**src/rtl/pixel_reader_3d.sv**
```systemverilog
// -----------------------------------------------------------------------------
// pixel_reader_3d
//
// Reads one frame of three-channel pixels from an upstream FIFO that has one
// cycle of read latency (normal, non-show-ahead mode). It streams the pixels
// out through a 2-entry skid buffer with valid/ready handshaking, and tags each
// beat with its row/column position. After the WIDTH*HEIGHT frame words, the
// block reads and throws away PAD_WORDS trailing pad words, then pulses
// frame_done.
//
// Ports
//   clk                 rising-edge clock
//   resetn              asynchronous active-low reset
//   start               one-cycle frame start request (honoured only in IDLE)
//   fifo_empty          upstream FIFO empty flag
//   fifo_data_0/1/2     upstream FIFO read data, valid the cycle after a read
//   fifo_rdreq          upstream FIFO read request (combinational)
//   out_valid           output beat valid
//   out_ready           downstream accept
//   out_data_0/1/2      pixel channels of the current beat
//   out_row, out_col    position of the current beat within the frame
//   out_last            current beat is the final pixel of the frame
//   frame_done          one-cycle pulse while in DONE
//   busy                state is not IDLE
// -----------------------------------------------------------------------------
module pixel_reader_3d #(
    parameter int DWIDTH    = 8,
    parameter int WIDTH     = 56,
    parameter int HEIGHT    = 56,
    parameter int PAD_WORDS = WIDTH + 2,
    parameter int CNTW      = 12
) (
    input  logic              clk,
    input  logic              resetn,
    input  logic              start,
    input  logic              fifo_empty,
    input  logic [DWIDTH-1:0] fifo_data_0,
    input  logic [DWIDTH-1:0] fifo_data_1,
    input  logic [DWIDTH-1:0] fifo_data_2,
    output logic              fifo_rdreq,
    output logic              out_valid,
    input  logic              out_ready,
    output logic [DWIDTH-1:0] out_data_0,
    output logic [DWIDTH-1:0] out_data_1,
    output logic [DWIDTH-1:0] out_data_2,
    output logic [CNTW-1:0]   out_row,
    output logic [CNTW-1:0]   out_col,
    output logic              out_last,
    output logic              frame_done,
    output logic              busy
);

    localparam logic [CNTW-1:0] FRAME_LIM = CNTW'(WIDTH * HEIGHT);
    localparam logic [CNTW-1:0] PAD_LIM   = CNTW'(PAD_WORDS);
    localparam logic [CNTW-1:0] COL_MAX   = CNTW'(WIDTH - 1);
    localparam logic [CNTW-1:0] ROW_MAX   = CNTW'(HEIGHT - 1);
    localparam logic [CNTW-1:0] CNT_ONE   = CNTW'(1);

    typedef enum logic [1:0] {IDLE, RUN, FLUSH, DONE} state_t;

    state_t            state;
    logic [CNTW-1:0]   frame_cnt;
    logic [CNTW-1:0]   pad_cnt;
    logic [CNTW-1:0]   row_cnt;
    logic [CNTW-1:0]   col_cnt;

    // Read in flight (registered fifo_rdreq) and its discard tag.
    logic              vld_p1;
    logic              tag_p1;

    // 2-entry output buffer, each entry {ch0, ch1, ch2}.
    logic [3*DWIDTH-1:0] buf_mem [2];
    logic              rd_ptr;
    logic              wr_ptr;
    logic [1:0]        occ;

    logic              below_lim;
    logic              room;
    logic              pop;
    logic              push;
    logic [2:0]        pending;

    assign pop  = out_valid & out_ready;
    assign push = vld_p1 & ~tag_p1;

    // A new read is allowed only if it will still fit when it lands a cycle
    // later: buffered words plus the read already in flight, less this
    // cycle's pop, must leave a free slot. pop implies occ >= 1, so the
    // subtraction cannot underflow.
    assign pending = {1'b0, occ} + {2'b00, vld_p1};
    assign room    = (pending - {2'b00, pop}) < 3'd2;

    always_comb begin
        below_lim = 1'b0;
        case (state)
            RUN:     below_lim = frame_cnt < FRAME_LIM;
            FLUSH:   below_lim = pad_cnt < PAD_LIM;
            default: below_lim = 1'b0;
        endcase
    end

    assign fifo_rdreq = ((state == RUN) || (state == FLUSH)) && !fifo_empty
                        && below_lim && room;

    assign out_valid  = (occ != 2'd0);
    assign {out_data_0, out_data_1, out_data_2} = buf_mem[rd_ptr];
    assign out_row    = row_cnt;
    assign out_col    = col_cnt;
    assign out_last   = out_valid && (row_cnt == ROW_MAX) && (col_cnt == COL_MAX);
    assign frame_done = (state == DONE);
    assign busy       = (state != IDLE);

    // ---- control: state, issue counters, position counters, read tag ----
    always_ff @(posedge clk or negedge resetn) begin
        if (!resetn) begin
            state     <= IDLE;
            frame_cnt <= '0;
            pad_cnt   <= '0;
            row_cnt   <= '0;
            col_cnt   <= '0;
            vld_p1    <= 1'b0;
            tag_p1    <= 1'b0;
        end else begin
            vld_p1 <= fifo_rdreq;
            tag_p1 <= (state == FLUSH);

            // Counters only advance on an issued read, and fifo_rdreq is
            // gated by below_lim, so they stop at their limits.
            case (state)
                IDLE: begin
                    if (start) begin
                        state     <= RUN;
                        frame_cnt <= '0;
                        pad_cnt   <= '0;
                    end
                end
                RUN: begin
                    if (fifo_rdreq) begin
                        frame_cnt <= frame_cnt + CNT_ONE;
                        // Leave on the cycle the last frame read issues so
                        // the pad reads follow without a bubble.
                        if (frame_cnt == FRAME_LIM - CNT_ONE) begin
                            state <= FLUSH;
                        end
                    end
                end
                FLUSH: begin
                    if (fifo_rdreq) begin
                        pad_cnt <= pad_cnt + CNT_ONE;
                    end
                    if ((pad_cnt == PAD_LIM) && !vld_p1 && (occ == 2'd0)) begin
                        state <= DONE;
                    end
                end
                DONE: begin
                    state <= IDLE;
                end
                default: begin
                    state <= IDLE;
                end
            endcase

            if ((state == IDLE) && start) begin
                row_cnt <= '0;
                col_cnt <= '0;
            end else if (pop) begin
                if (col_cnt == COL_MAX) begin
                    col_cnt <= '0;
                    row_cnt <= row_cnt + CNT_ONE;
                end else begin
                    col_cnt <= col_cnt + CNT_ONE;
                end
            end
        end
    end

    // ---- output buffer: written the cycle after a frame read, pad words dropped ----
    always_ff @(posedge clk or negedge resetn) begin
        if (!resetn) begin
            buf_mem[0] <= '0;
            buf_mem[1] <= '0;
            rd_ptr     <= 1'b0;
            wr_ptr     <= 1'b0;
            occ        <= 2'd0;
        end else begin
            if (push) begin
                buf_mem[wr_ptr] <= {fifo_data_0, fifo_data_1, fifo_data_2};
                wr_ptr          <= ~wr_ptr;
            end
            if (pop) begin
                rd_ptr <= ~rd_ptr;
            end
            case ({push, pop})
                2'b10:   occ <= occ + 2'd1;
                2'b01:   occ <= occ - 2'd1;
                default: occ <= occ;
            endcase
        end
    end

endmodule

```
**config.mk**
```make
export PLATFORM = sky130hd
export DESIGN_NAME = pixel_reader_3d
export DESIGN_NICKNAME = d
export VERILOG_FILES = /design/src/rtl/pixel_reader_3d.sv
export SDC_FILE = /design/constraint.sdc
export NUM_CORES = 1
export LEC_CHECK = 0
export CAP_MARGIN = 30
export CORE_MARGIN = 2
export CORE_UTILIZATION = 25
export DETAILED_ROUTE_END_ITERATION = 7
export SYNTH_ARGS = -nofsm -noshare
export SYNTH_HDL_FRONTEND = slang
export SYNTH_SLANG_ARGS = --single-unit
```
**constraint.sdc**
```tcl
create_clock -name clk -period 4 [get_ports clk]
set_clock_uncertainty 0.1 [all_clocks]
set_input_delay 0.8 -clock clk [delete_from_list [all_inputs] [get_ports clk]]
set_output_delay 0.8 -clock clk [all_outputs]
set_load 0.02 [all_outputs]
```
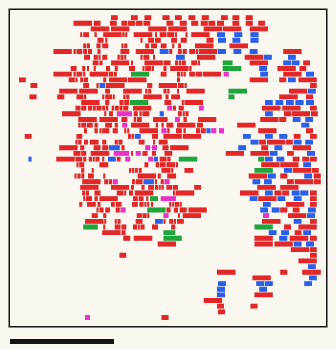
Figure 1: run 1, sizing map.
The bar under the picture is 50 µm long.
size	color	cells
x1 and smaller	red	469
x6 and larger	green	15
x2	blue	84
x3 and x4	magenta	22
final setup slack of the worst path: 0.2330 ns
signed area change from the synthesized netlist to the final layout: 27.19%
post-route cell area: 6954 µm²
non-clock buffer total of the final layout: 98

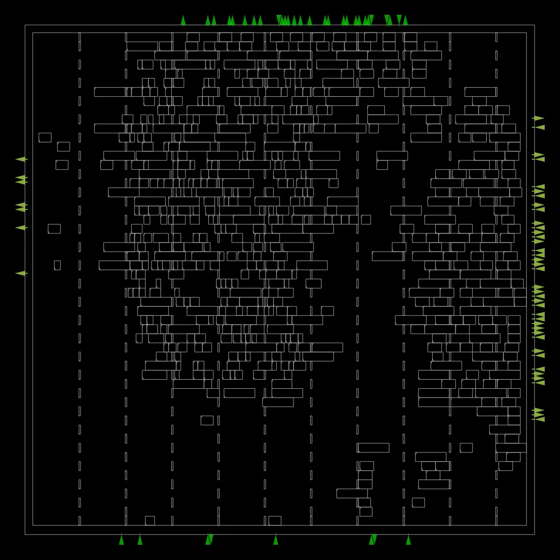
Figure 2: run 1, cell outlines without signal wires.
share of the core filled with cells: 0.3216
number of flip-flops and latches: 104
number of placement rows: 54
number of tap cells inserted: 280
proportion of cell area occupied by registers: 0.3742

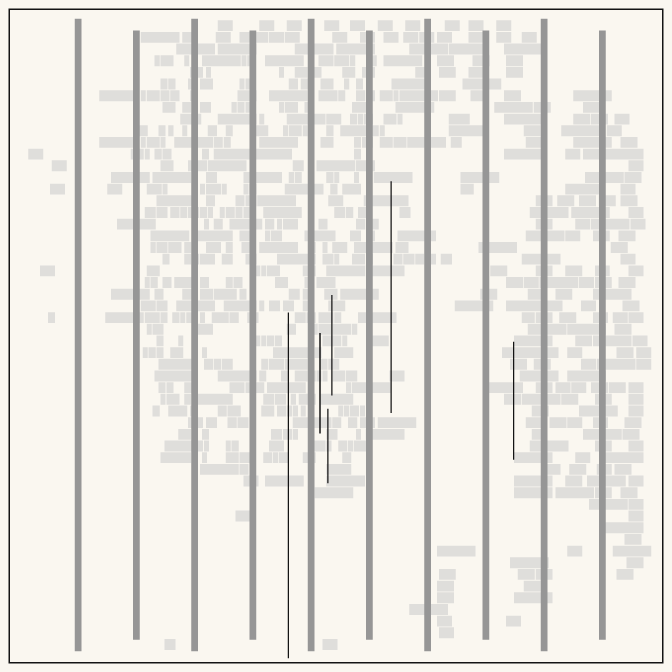
Figure 3: run 1, the metal 4 layer.
Supply wires on this layer in gray.
nets with wire on the layer	4
share of all routed wire	1.8%
total via count in the routed design: 4120
detailed-route wire length: 12750 µm

[run 1: timing repair]
item,4_1_cts,5_1_grt
resized,1,2
endpoints found under the setup margin,1,1
hold buffers,0,0
[run 1: through the flow]
step | worst slack (ns) | total power [µW]
2_1_floorplan | 0.6379 | 2895
3_3_place_gp | -0.1737 | 3630
3_5_place_dp | -0.2065 | 3669
4_1_cts | 0.05395 | 4586
5_1_grt | 0.01740 | 4826
6_report | 0.2330 | 4506
[run 1: worst max-delay path, delay by kind of cell]
family                   cells  cell delay [ns]
AND-OR/OR-AND                1             0.17
adder cells (fa/ha/maj)      1             0.48
buffers and inverters        3             0.80
multiplexers                 1             0.18
AND/OR/NAND/NOR              4             0.43
==> results.txt, run 1 <==
Synthesis and place-and-route results.

- The flow ran to the end, and the final reports show no timing, DRC or antenna violations.
- The startpoint of the lowest-slack register-to-register path is occ[0].
- The cell type taking the most area is combinational gates.
- On the critical path the data arrives at roughly 2.9 ns.
- The share of the core filled by cells before placement is 0.2529.
- The worst max-slew margin expressed relative to the limit is 0.5131.
- The tree is rooted in a sky130_fd_sc_hd__clkbuf_16.
- In the final layout, the clock buffer count is 10.
- The last weighted congestion value of the routability-driven placer is around 0.78.
- The analysis attributes to cell leakage a power of between 0.002 and 0.003 µW.
- In the global route stage, overall resource usage came out at 0.1151.
- The worst hold-check slack is about 0.37 ns.
- The via count of the first global-routing pass is around 4100.
- STA classifies the critical path startpoint as an input port.
- Yosys printed 0 warnings.
- After synthesis, the cell types taking the most area are sky130_fd_sc_hd__dfrtp_1 48%, sky130_fd_sc_hd__mux2_2 15%, sky130_fd_sc_hd__nor2_1 3.0%.
- The HPWL after detailed placement is 8719 µm.
- The end point of the critical path is fifo_rdreq.
- The routed design could run at a clock period as short as between 3 and 4 ns.
- The buffer share of cell area is 0.1357.
- Routing resource usage on met2 recorded by global route was 0.1806.
- The final tally of setup violations is 0.
- The startpoint of the most critical hold path is rd_ptr.
- The layout report gives the multi-input gate share of total cell area as 0.3906.
- In this run the power spent charging and discharging nets is between 1500 and 2000 µW.
- The routed design shows a via density per instance of between 4 and 5.
- Looking at the global route congestion table, the highest-usage layer is met2.
- Leaving out the clock tree, the finished layout contains an inverter count of 11.
- Once the clock tree was built, the setup fixing pass inserted 0 buffers.
- The post-synthesis cell count from yosys is 502.
- Per the layout area report, the register area comes to ~2600 µm².
- The logic area is 2716 µm².
- The final timing summary puts the cycle share of the worst path at 0.9418.
- Setup repair after global routing left no endpoint under its margin.
- The design internal power is 2848 µW.
- The average instance in the mapped netlist occupies 10.89 µm².
- The total CTS buffers is 9.
- The routed wire length per instance is 14.66 µm.
- Routing resource usage on met1 recorded by global route was 0.1567.
- 361 cells are multi-input combinational gates.
- The routed length on met3 is 466 µm.
- In this run the tools logged warnings totalling 31.
- The count of final max-slew check failures is 0.
- After detailed routing, the met2 layer carries roughly 5800 µm of wire.
- The number of DRC violations after detailed routing is 0.
- The hold violation total from the final report is 0.
- The I/O pin total is a little over 80.
- The report lists the power per cell area as between 600 and 700 nW/µm².
- The clock tree from TritonCTS is done.
- The highest layer touched by signal routing is met4.
- The instance tally after logic synthesis is ~500.
- The critical setup path kind is input port to output port.
- The startpoint of the most critical setup path is out_ready.
- The number of library cell types mapped by synthesis is about 60.
- The iteration tally of the first detailed-router pass is 4.
- The power attributed to sequential cells is 1570 µW.
- The cell seen most often among critical-path stages is sky130_fd_sc_hd__nand2_1.
- The endpoint of the worst hold path is rd_ptr.
- The port buffer count is ~81.
- Before any placement, the netlist area is recorded as roughly 5500 µm².
- The peak supply drop is between 150 and 200 µV.
- Per the timing report, the biggest fanout along the worst path comes to 3.
- The sequential cell area fraction in the yosys report is 0.4760.
- STA classifies the critical path endpoint as an output port.
- The post-synthesis adder-cell area fraction is 0.02654.
- The pin count of the biggest net entering global routing is approximately 54.
- The switching part of the total power is 0.3680.
- The peak per-stage delay on the critical path is 0.50 ns.
- Summed over the clock group, the power is 891 µW.
- The register with the most flip-flops in the layout has between 40 and 50 of them.
- Per the synthesis report, the XOR/XNOR share of the synthesized area is 0.03844.
- Of the total power, registers draw 0.348.
- The type of the worst min-delay path is flop to flop.
- According to the floorplan report, the die width is around 150 µm.
- The repair_antennas step left the layout with diodes totalling 0.
- Logic depth along the worst register-to-register path is recorded as 8.
- The final report lists a non-filler cell total of between 800 and 900.
- In this run, the number of DRC markers left after iteration 0 of detailed routing was approximately 230.
- In this run, placement finished with an instance count of approximately 850.
- The global-route wire length before repair is 21800 µm.
- The transition time of the tightest slew-check pin is between 0.7 and 0.8 ns.
- The main kind of combinational logic by area is simple AND/OR/NAND/NOR gates.
- Along the worst hold path, the cell count comes to 1.
- In this run the register-to-register setup slack is roughly 1.2 ns.
==> inputs of run 2 (changes only) <==
--- a/config.mk
+++ b/config.mk
@@ -5,10 +5,12 @@
 export SDC_FILE = /design/constraint.sdc
 export NUM_CORES = 1
 export LEC_CHECK = 0
+export ABC_AREA = 1
 export CAP_MARGIN = 30
 export CORE_MARGIN = 2
 export CORE_UTILIZATION = 25
 export DETAILED_ROUTE_END_ITERATION = 7
+export MAX_ROUTING_LAYER = met4
 export SYNTH_ARGS = -nofsm -noshare
 export SYNTH_HDL_FRONTEND = slang
 export SYNTH_SLANG_ARGS = --single-unit
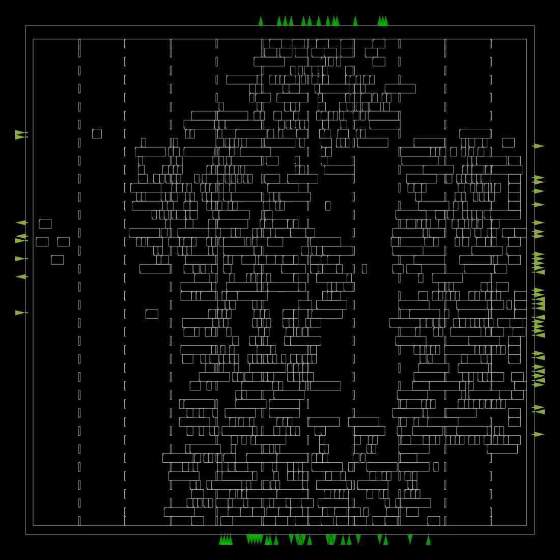
Figure 4: run 2, cell outlines without signal wires.
non-filler cells in the finished layout: 1109
share of the core filled with cells: 0.3219
proportion of cell area occupied by registers: 0.3693
placeable core area: 21890 µm²

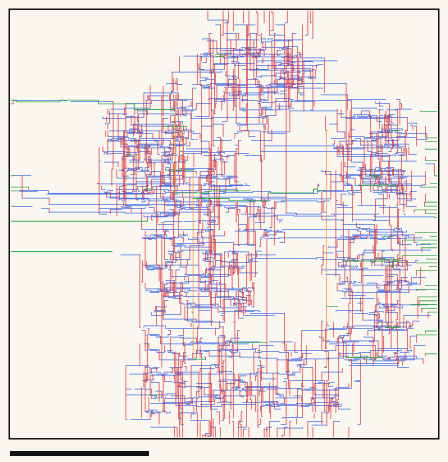
Figure 5: run 2, wiring by layer.
The bar under the picture is 50 µm long.
layer	color	wire length
M4	orange	197 µm
M3	green	541 µm
M2	red	5730 µm
M1	blue	6640 µm
total via count in the routed design: 4905
detailed-route wire length: 13110 µm
average routed wire per standard cell: 11.82 µm

==> run 2 against run 1 <==
Via count up 19%. Fmax up 9.0%. Final cell count up 27%. Sequential power up 4%. Area after synthesis up 2.5%. Non-clock buffer count down 11. Register-to-register slack better by 0.21 ns. Core utilization about the same. Worst hold slack worse by 0.0075 ns. Highest routed layer unchanged.
==> results.txt, run 2 <==
Synthesis and place-and-route results.

- The flow ran to the end, and the final reports show no timing, DRC or antenna violations.
- The report lists the number of standard-cell rows as about 54.
- Post-route period utilization is reported as 0.8637.
- The arrival time at the worst endpoint is 2.55 ns.
- Looking at the post-CTS report, the setup buffer insertion count equals 0.
- The layout overhead on the synthesized area is 25.74%.
- The worst setup path is launched from an input port.
- The layout report gives the multi-input gate share of total cell area as 0.3661.
- The type of the worst min-delay path is input port to async pin.
- OpenSTA, run right after detailed placement, puts the worst setup slack at roughly 0.12 ns.
- The final timing report lists a hold violation count of 0.
- The register with the most flip-flops in the layout has between 40 and 50 of them.
- The startpoint of the most critical setup path is out_ready.
- The layout has 11 clock buffers.
- The routed design could run at a clock period as short as roughly 3.5 ns.
- TritonCTS built the clock tree.
- The maximum fanout along the worst path is 4.
- The total of cells resized after clock tree synthesis is 0.
- The total tool warning count is 31.
- The path depth of the worst reg2reg path is 13.
- The number of DRC violations after detailed-routing iteration 0 is 295.
- The post-synthesis adder-cell area fraction is 0.02590.
- The master cell of the clock root buffer is sky130_fd_sc_hd__clkbuf_16.
- The number of DRC violations after detailed routing is 0.
- Warnings reported by Yosys during synthesis add up to 0.
- The design has 104 sequential cells.
- The via count of the first global-routing pass is roughly 4500.
- The total placed cells including tap cells is roughly 1100.
- The peak supply drop is between 200 and 250 µV.
- The global-route wire length before repair is 22010 µm.
- The total CTS buffers is 9.
- Power comes to approximately 4800 µW.
- Per the summary, power density relative to cell area is 687.5 nW/µm².
- The critical path in this run is classified as input port to output port.
- The count of final max-slew check failures is 0.
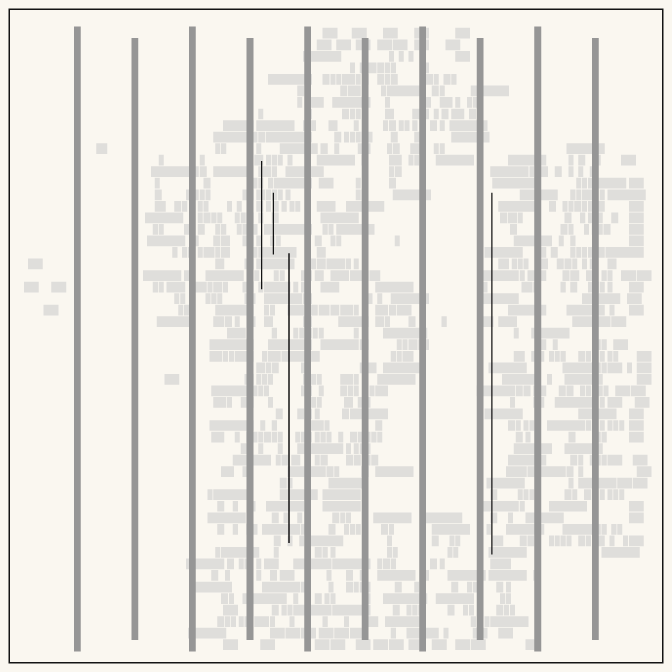
Figure 6: run 2, the metal 4 layer.
Supply wires on this layer in gray.
nets with wire on the layer	2
wire length on this layer	197 µm
share of all routed wire	1.5%
longest straight run	85.0 µm

run 2: netlist changes by cell type after synthesis, moves of 13 or more:
cell	delta
sky130_fd_sc_hd__mux2_2	-74
sky130_fd_sc_hd__inv_1	+61
sky130_fd_sc_hd__nand3_1	+13
sky130_fd_sc_hd__and3_1	-13
sky130_fd_sc_hd__nand2_1	+239
sky130_fd_sc_hd__o21ai_0	+53
run 2: critical path: cells and delay by family:
kind / cells / cell delay [ns]
AND/OR/NAND/NOR: 6 / 0.66
adder cells (fa/ha/maj): 1 / 0.49
buffers and inverters: 3 / 0.45
AND-OR/OR-AND: 1 / 0.15
run 2: power by group:
group          total [µW]  switching, µW  leakage [µW]  internal [µW]
registers            1630            229       0.00133           1400
logic                2170           1310       0.00187            859
clock network        1040            399      0.000172            645
total                4840           1940       0.00337           2900
Power and IR drop assume default switching activity.
